===== src/rtl/tlb_pkg.sv =====
// Shared definitions for the set-associative TLB: permission bit positions,
// controller states and log2 width helpers.
package tlb_pkg;

    localparam int unsigned PERM_R = 0;
    localparam int unsigned PERM_W = 1;

    typedef enum logic {
        IDLE  = 1'b0,
        FLUSH = 1'b1
    } tlb_state_e;

    // Width of an index into n items; never narrower than one bit.
    function automatic int unsigned log2_width(input int unsigned n);
        return (n > 1) ? $clog2(n) : 1;
    endfunction

    localparam int unsigned DEF_NUM_SETS = 16;
    localparam int unsigned DEF_NUM_WAYS = 4;
    localparam int unsigned SET_BITS     = log2_width(DEF_NUM_SETS);
    localparam int unsigned WAY_BITS     = log2_width(DEF_NUM_WAYS);

endpackage


===== src/rtl/tlb_way_match.sv =====
// Compares one set's ways against a VPN; the lowest-indexed valid match wins
// and its way number, PPN and permissions are forwarded.
module tlb_way_match #(
    parameter int unsigned NUM_WAYS = 4,
    parameter int unsigned VPN_BITS = 20,
    parameter int unsigned PPN_BITS = 20,
    parameter int unsigned WAYW     = 2
) (
    input  logic [NUM_WAYS-1:0]               i_valid,
    input  logic [NUM_WAYS-1:0][VPN_BITS-1:0] i_vpn,
    input  logic [NUM_WAYS-1:0][PPN_BITS-1:0] i_ppn,
    input  logic [NUM_WAYS-1:0][1:0]          i_perms,
    input  logic [VPN_BITS-1:0]               i_target,
    output logic                              o_match,
    output logic [WAYW-1:0]                   o_way,
    output logic [PPN_BITS-1:0]               o_ppn,
    output logic [1:0]                        o_perms
);

    // Scan from the top way down so the lowest matching way is the last written.
    always_comb begin
        o_match = 1'b0;
        o_way   = '0;
        o_ppn   = '0;
        o_perms = 2'b00;
        for (int w = NUM_WAYS - 1; w >= 0; w--) begin
            if (i_valid[w] && (i_vpn[w] == i_target)) begin
                o_match = 1'b1;
                o_way   = WAYW'(w);
                o_ppn   = i_ppn[w];
                o_perms = i_perms[w];
            end else begin
                o_match = o_match;
            end
        end
    end

endmodule


===== src/rtl/tlb_set_assoc.sv =====
// Set-associative TLB: registered two-edge lookup, fill with round-robin
// replacement, single-entry invalidate and a one-set-per-cycle full flush.
module tlb_set_assoc
    import tlb_pkg::*;
#(
    parameter int unsigned NUM_SETS  = 16,
    parameter int unsigned NUM_WAYS  = 4,
    parameter int unsigned VA_BITS   = 32,
    parameter int unsigned PA_BITS   = 32,
    parameter int unsigned PAGE_BITS = 12
) (
    input  logic                             clk,
    input  logic                             rst_n,
    input  logic                             req_valid,
    output logic                             req_ready,
    input  logic [VA_BITS-1:0]               req_vaddr,
    input  logic                             req_write,
    output logic                             resp_valid,
    output logic                             resp_hit,
    output logic [log2_width(NUM_WAYS)-1:0]  resp_way,
    output logic [PA_BITS-1:0]               resp_paddr,
    output logic                             resp_perm_fault,
    input  logic                             fill_valid,
    input  logic [VA_BITS-PAGE_BITS-1:0]     fill_vpn,
    input  logic [PA_BITS-PAGE_BITS-1:0]     fill_ppn,
    input  logic [1:0]                       fill_perms,
    input  logic                             inv_valid,
    input  logic                             inv_all,
    input  logic [VA_BITS-PAGE_BITS-1:0]     inv_vpn,
    output logic                             inv_done
);

    localparam int unsigned VPN_BITS = VA_BITS - PAGE_BITS;
    localparam int unsigned PPN_BITS = PA_BITS - PAGE_BITS;
    localparam int unsigned SETW     = log2_width(NUM_SETS);
    localparam int unsigned WAYW     = log2_width(NUM_WAYS);

    logic [NUM_SETS-1:0][NUM_WAYS-1:0]               r_valid;
    logic [NUM_SETS-1:0][WAYW-1:0]                   r_rr;
    logic [NUM_SETS-1:0][NUM_WAYS-1:0][VPN_BITS-1:0] r_vpn;
    logic [NUM_SETS-1:0][NUM_WAYS-1:0][PPN_BITS-1:0] r_ppn;
    logic [NUM_SETS-1:0][NUM_WAYS-1:0][1:0]          r_perms;

    tlb_state_e        r_state, w_state_nxt;
    logic [SETW-1:0]   r_flush_cnt, w_flush_cnt_nxt;
    logic              r_inv_done, w_inv_done_nxt;
    logic              r_alive;

    logic                 r_req_valid;
    logic [VPN_BITS-1:0]  r_req_vpn;
    logic [PAGE_BITS-1:0] r_req_off;
    logic                 r_req_write;

    logic                 r_resp_valid, r_resp_hit, r_resp_fault;
    logic [WAYW-1:0]      r_resp_way;
    logic [PA_BITS-1:0]   r_resp_paddr;

    logic                 w_idle, w_inv_go, w_fill_go, w_req_go;
    logic [VPN_BITS-1:0]  w_mnt_vpn;
    logic [SETW-1:0]      w_mnt_set, w_req_set;
    logic                 w_mnt_match, w_lk_match;
    logic [WAYW-1:0]      w_mnt_way, w_lk_way, w_victim;
    logic [PPN_BITS-1:0]  w_mnt_ppn, w_lk_ppn;
    logic [1:0]           w_mnt_perms, w_lk_perms;
    logic                 w_evict, w_fill_same;

    assign w_idle    = (r_state == IDLE);
    assign w_inv_go  = w_idle && inv_valid;
    assign w_fill_go = w_idle && !inv_valid && fill_valid;
    assign req_ready = r_alive && w_idle && !inv_valid && !fill_valid;
    assign w_req_go  = req_valid && req_ready;

    // Fill and invalidate share one matcher; invalidate has priority.
    assign w_mnt_vpn = inv_valid ? inv_vpn : fill_vpn;
    assign w_mnt_set = w_mnt_vpn[SETW-1:0];
    assign w_req_set = r_req_vpn[SETW-1:0];

    tlb_way_match #(
        .NUM_WAYS (NUM_WAYS),
        .VPN_BITS (VPN_BITS),
        .PPN_BITS (PPN_BITS),
        .WAYW     (WAYW)
    ) u_lookup_match (
        .i_valid  (r_valid[w_req_set]),
        .i_vpn    (r_vpn[w_req_set]),
        .i_ppn    (r_ppn[w_req_set]),
        .i_perms  (r_perms[w_req_set]),
        .i_target (r_req_vpn),
        .o_match  (w_lk_match),
        .o_way    (w_lk_way),
        .o_ppn    (w_lk_ppn),
        .o_perms  (w_lk_perms)
    );

    tlb_way_match #(
        .NUM_WAYS (NUM_WAYS),
        .VPN_BITS (VPN_BITS),
        .PPN_BITS (PPN_BITS),
        .WAYW     (WAYW)
    ) u_maint_match (
        .i_valid  (r_valid[w_mnt_set]),
        .i_vpn    (r_vpn[w_mnt_set]),
        .i_ppn    (r_ppn[w_mnt_set]),
        .i_perms  (r_perms[w_mnt_set]),
        .i_target (w_mnt_vpn),
        .o_match  (w_mnt_match),
        .o_way    (w_mnt_way),
        .o_ppn    (w_mnt_ppn),
        .o_perms  (w_mnt_perms)
    );

    // An identical re-fill leaves the data arrays untouched.
    assign w_fill_same = w_mnt_match && (w_mnt_ppn == fill_ppn) && (w_mnt_perms == fill_perms);

    // Victim choice: in-place hit, else lowest free way, else round-robin eviction.
    always_comb begin
        w_victim = r_rr[w_mnt_set];
        w_evict  = 1'b0;
        if (w_mnt_match) begin
            w_victim = w_mnt_way;
        end else if (!(&r_valid[w_mnt_set])) begin
            for (int w = NUM_WAYS - 1; w >= 0; w--) begin
                if (!r_valid[w_mnt_set][w]) begin
                    w_victim = WAYW'(w);
                end else begin
                    w_victim = w_victim;
                end
            end
        end else begin
            w_evict = 1'b1;
        end
    end

    // Controller next-state: single invalidates ack next cycle, flush walks every set.
    always_comb begin
        w_state_nxt     = r_state;
        w_flush_cnt_nxt = r_flush_cnt;
        w_inv_done_nxt  = 1'b0;
        case (r_state)
            IDLE: begin
                if (inv_valid && inv_all) begin
                    w_state_nxt     = FLUSH;
                    w_flush_cnt_nxt = '0;
                end else if (inv_valid) begin
                    w_inv_done_nxt = 1'b1;
                end else begin
                    w_state_nxt = IDLE;
                end
            end
            FLUSH: begin
                if (r_flush_cnt == SETW'(NUM_SETS - 1)) begin
                    w_state_nxt     = IDLE;
                    w_flush_cnt_nxt = '0;
                    w_inv_done_nxt  = 1'b1;
                end else begin
                    w_flush_cnt_nxt = r_flush_cnt + SETW'(1);
                end
            end
            default: begin
                w_state_nxt     = IDLE;
                w_flush_cnt_nxt = '0;
            end
        endcase
    end

    // Controller state, flush counter and invalidate acknowledge.
    always_ff @(posedge clk or negedge rst_n) begin
        if (!rst_n) begin
            r_state     <= IDLE;
            r_flush_cnt <= '0;
            r_inv_done  <= 1'b0;
            r_alive     <= 1'b0;
        end else begin
            r_state     <= w_state_nxt;
            r_flush_cnt <= w_flush_cnt_nxt;
            r_inv_done  <= w_inv_done_nxt;
            r_alive     <= 1'b1;
        end
    end

    // Valid bits and replacement pointers: the only storage cleared by reset.
    always_ff @(posedge clk or negedge rst_n) begin
        if (!rst_n) begin
            r_valid <= '0;
            r_rr    <= '0;
        end else if (r_state == FLUSH) begin
            r_valid[r_flush_cnt] <= '0;
        end else if (w_inv_go) begin
            if (!inv_all && w_mnt_match) begin
                r_valid[w_mnt_set][w_mnt_way] <= 1'b0;
            end
        end else if (w_fill_go) begin
            r_valid[w_mnt_set][w_victim] <= 1'b1;
            if (w_evict) begin
                r_rr[w_mnt_set] <= r_rr[w_mnt_set] + WAYW'(1);
            end
        end
    end

    // Translation payload written on fill.
    always_ff @(posedge clk) begin
        if (w_fill_go && !w_fill_same) begin
            r_vpn[w_mnt_set][w_victim]   <= fill_vpn;
            r_ppn[w_mnt_set][w_victim]   <= fill_ppn;
            r_perms[w_mnt_set][w_victim] <= fill_perms;
        end
    end

    // First lookup stage: capture the accepted request.
    always_ff @(posedge clk or negedge rst_n) begin
        if (!rst_n) begin
            r_req_valid <= 1'b0;
            r_req_vpn   <= '0;
            r_req_off   <= '0;
            r_req_write <= 1'b0;
        end else begin
            r_req_valid <= w_req_go;
            if (w_req_go) begin
                r_req_vpn   <= req_vaddr[VA_BITS-1:PAGE_BITS];
                r_req_off   <= req_vaddr[PAGE_BITS-1:0];
                r_req_write <= req_write;
            end
        end
    end

    // Second lookup stage: register the response; a miss returns all zeros.
    always_ff @(posedge clk or negedge rst_n) begin
        if (!rst_n) begin
            r_resp_valid <= 1'b0;
            r_resp_hit   <= 1'b0;
            r_resp_way   <= '0;
            r_resp_paddr <= '0;
            r_resp_fault <= 1'b0;
        end else begin
            r_resp_valid <= r_req_valid;
            if (r_req_valid && w_lk_match) begin
                r_resp_hit   <= 1'b1;
                r_resp_way   <= w_lk_way;
                r_resp_paddr <= {w_lk_ppn, r_req_off};
                r_resp_fault <= r_req_write ? !w_lk_perms[PERM_W] : !w_lk_perms[PERM_R];
            end else begin
                r_resp_hit   <= 1'b0;
                r_resp_way   <= '0;
                r_resp_paddr <= '0;
                r_resp_fault <= 1'b0;
            end
        end
    end

    assign resp_valid      = r_resp_valid;
    assign resp_hit        = r_resp_hit;
    assign resp_way        = r_resp_way;
    assign resp_paddr      = r_resp_paddr;
    assign resp_perm_fault = r_resp_fault;
    assign inv_done        = r_inv_done;

endmodule


===== config.mk =====
export PLATFORM = sky130hd
export DESIGN_NAME = tlb_set_assoc
export DESIGN_NICKNAME = d
export VERILOG_FILES = /design/src/rtl/tlb_pkg.sv /design/src/rtl/tlb_way_match.sv /design/src/rtl/tlb_set_assoc.sv
export SDC_FILE = /design/constraint.sdc
export NUM_CORES = 2
export LEC_CHECK = 0
export ABC_CLOCK_PERIOD_IN_PS = 6900
export CORE_MARGIN = 4
export CORE_UTILIZATION = 25
export CTS_CLUSTER_DIAMETER = 30
export DETAILED_ROUTE_END_ITERATION = 12
export PLACE_DENSITY_LB_ADDON = 0.25
export REMOVE_ABC_BUFFERS = 1
export SYNTH_ARGS = -nofsm -noshare
export SYNTH_HDL_FRONTEND = slang
export SYNTH_SLANG_ARGS = --single-unit

===== constraint.sdc =====
create_clock -name clk -period 6.9 [get_ports clk]
set_clock_uncertainty 0.1 [all_clocks]
set_input_delay 1.725 -clock clk [delete_from_list [all_inputs] [get_ports clk]]
set_output_delay 1.725 -clock clk [all_outputs]
set_load 0.005 [all_outputs]

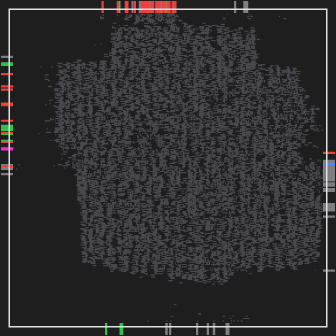
*Ports around the boundary*
Pins as bars across the die edge, other pins in grey.
fill_ppn -> green  # pins 20, direction input, edge 12 west, 5 north, 3 south
fill_perms -> magenta  # pins 2, direction input, edge west
resp_paddr -> red  # pins 32, direction output, edge 22 north, 9 west, 1 east
inv_done -> blue  # pins 1, direction output, edge east
all pins by edge = 47 east, 46 north, 32 west, 15 south
die y size: 748.0 µm
Port Buf Inserts: 139
Die W: 748.0 µm

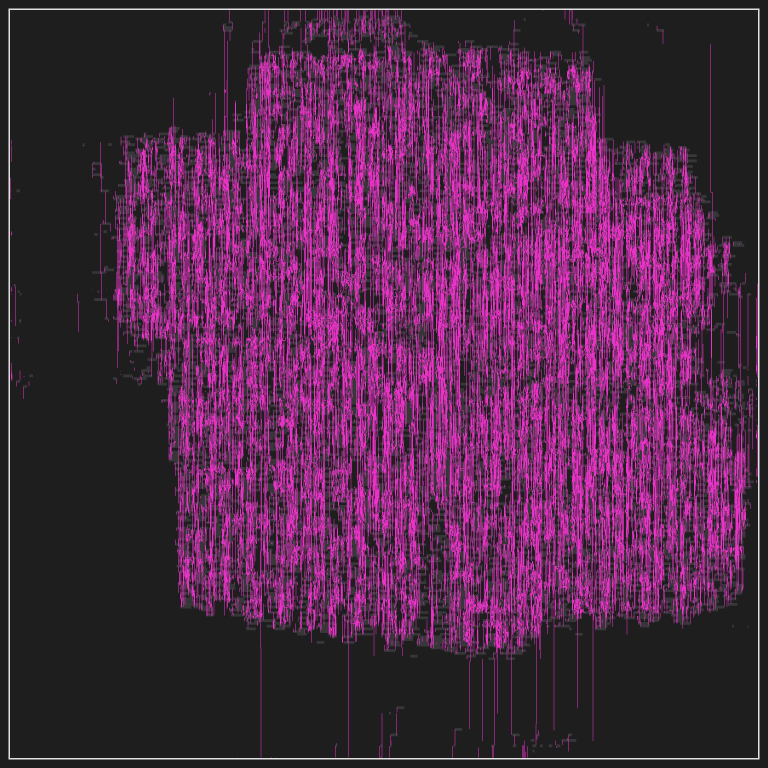
*The metal 2 layer*
Scale: 1 px per µm. Cells faint in the background.
wire length on this layer = 271 mm
longest straight run = 254 µm
share of all routed wire = 44%
Routed WL: 609.5 mm
global-route track usage on met2: 31.76%
via count: 102.5k

## power breakdown
| part | total (mW) | internal, mW | switching (mW) |
|---|---|---|---|
| clock | 32.5 | 21.7 | 10.7 |
| sequential | 19.8 | 19.2 | 0.607 |
| combinational | 16.5 | 7.07 | 9.45 |
| total | 68.8 | 48.0 | 20.8 |
## logic make-up after synthesis
| logic type | Yosys count | synth area share, % |
|---|---|---|
| AND/OR/NAND/NOR | 3622 | 11.75 |
| flip-flops | 2862 | 62.14 |
| multiplexers | 1158 | 16.73 |
| AND-OR/OR-AND | 1044 | 5.585 |
| buffers and inverters | 840 | 2.777 |
| XOR/XNOR | 153 | 0.9788 |
| adder cells (fa/ha/maj) | 4 | 0.03656 |
| other | 1 | 0.002739 |
==> flow_summary.yaml <==
# generated from flow reports
logic_synthesis:
  synth.top_cells.by_count: "2688 x edfxtp_1, 1860 x nand2_1, 895 x mux4_2, 752 x nand3_1, 461 x nor3_1"
  netlist_instances: 9684
  syn_avg_cell_area_um2: 14.14
  top_cells_by_area: "edfxtp_1 59%, mux4_2 15%, nand2_1 5.1%, dfrtp_1 3.2%, nand3_1 2.7%"
  synth-edff-count: 2688
  ys_chip_area_um2: 136900
  synth_area_leader_cell: "edfxtp_1"
  syn-cell-area_um2: 136900
  yosys_warnings: 0
  netlist.area_leader.share_pct: 58.96
  ff_type: "edfxtp_1"
  top_cell: "edfxtp_1"
  ys_cells: 9684
  ys_seq_elements: 2862
layout:
  layout_top_cell: "edfxtp_1"
  buf_share_pct: 8.356
  clkCellAreaFrac_pct: 12.80
  num-nonclk-buffers: 1341
  final_area_um2: 182900
  fillers: 52560
  comb_area_share_pct: 27.25
  nClkBuffers: 771
  lay_top_cells: "2688 x edfxtp_1, 1852 x nand2_1, 895 x mux4_2, 779 x buf_4, 750 x nand3_1"
  fin_cells: 18770
  drive_gt1_share_pct: 31.44
  logic_gate_count: 5984
  combGateArea_um2: 49840
  flop_area_um2: 85090
  inv_count: 51
  flops: 2862
  area_delta_synth_final_pct: 33.62
  antenna_cells: 24
  utilization_pct: 33.55
  largestClassByArea: "flip-flops and latches"
  sh_seq_area_pct: 46.51
detailed_routing:
  via_per_inst: 5.461
  wl_met3_mm: 61.99
  drt_iter0_drc: 14280
  met1Wirelength_mm: 237.7
  drc: 0
  firstDrtPassIters: 7
  highest_layer: "met5"
  ant_nets: 0
  routedWlPerCell_um: 32.47
  wl_met2_mm: 270.6
min_path:
  hold_path.class: "reg -> reg"
  holdPathStages: 2
  worstHoldStart: "r_req_off[9]$_DFFE_PN0P_"
worst_setup_path:
  crit_end: "r_ppn[425]$_DFFE_PP_"
  arrival_ns: 7.64
  path_delay_family: "buffers and inverters"
  end_kind: "flop"
  reg2reg_slack_ns: 0.69
  slowest_delay_ns: 0.59
  r2r-end: "resp_paddr[15]$_DFF_PN0_"
  required_ns: 7.49
  r2r-start: "r_req_vpn[1]$_DFFE_PN0P_"
  rr_worst_depth: 17
  worst-path-buf-inv: 14
  cp-startpoint: "inv_vpn[2]"
  path_depth: 28
  path_max_fanout: 24
  slowest_stage: "or4b_4"
  crit_top_cell: "buf_4"
  critPathLaunchType: "primary input"
  path_class: "in -> reg"
clocking:
  cts.sinks: 2862
  hold_buffers: 0
  root_buffer: "clkbuf_16"
  max-clock-path-buffers: 4
  cts_resized: 232
  cts_setup_buffers: 96
  insertion_delay_ns: 1.05
  cts_buffers: 692
  cts_tree: "yes"
flow_run:
  cap_violations: 0
  tool_warnings: 55
placement:
  gp_congestion: 0.9303
  place_area_um2: 154700
  hpwl_mm: 391.6
  dp_cells: 17270
  place_ws_ns: -2.646
global_routing:
  antenna_found_initial: 40
  busiest_layer: "met2"
  grtUsageTotal_pct: 20.76
  grt_pass1_wl_mm: 824.5
  groute.layer.met1.usage_pct: 27.02
  groute.layer.met3.usage_pct: 5.091
  grt_max_degree: 160
  grt_pass1_vias: 100700
  grt_remaining_overflow: 0
power_and_ir_drop:
  ir_drop_mv: 0.3169
  p_per_area_nw_per_um2: 376.2
  finalPower_mw: 68.83
  p_leak_nw: 62.43
final_timing:
  slew_violations: 0
  period_needed_ns: 7.049
  rsz0062_at_grt: "true"
  max_slew.worst_pin.slew_ns: 1.344
  setup_viol: 798
  slew_headroom_pct: 10.20
  holdWs_ns: 0.3854
  post-route-period-util_pct: 102.2
  fin_ws_ns: -0.1488
  hold_viol_final: 0
die:
  core_um2: 545200
  fp_util_pct: 25.11
  rows: 271
  pin_count: 140
  well_tap_count: 7234
outcome:
  outcome: "finished with violations"
  violations: "setup timing"
Power is estimated from default activity; no workload was simulated.
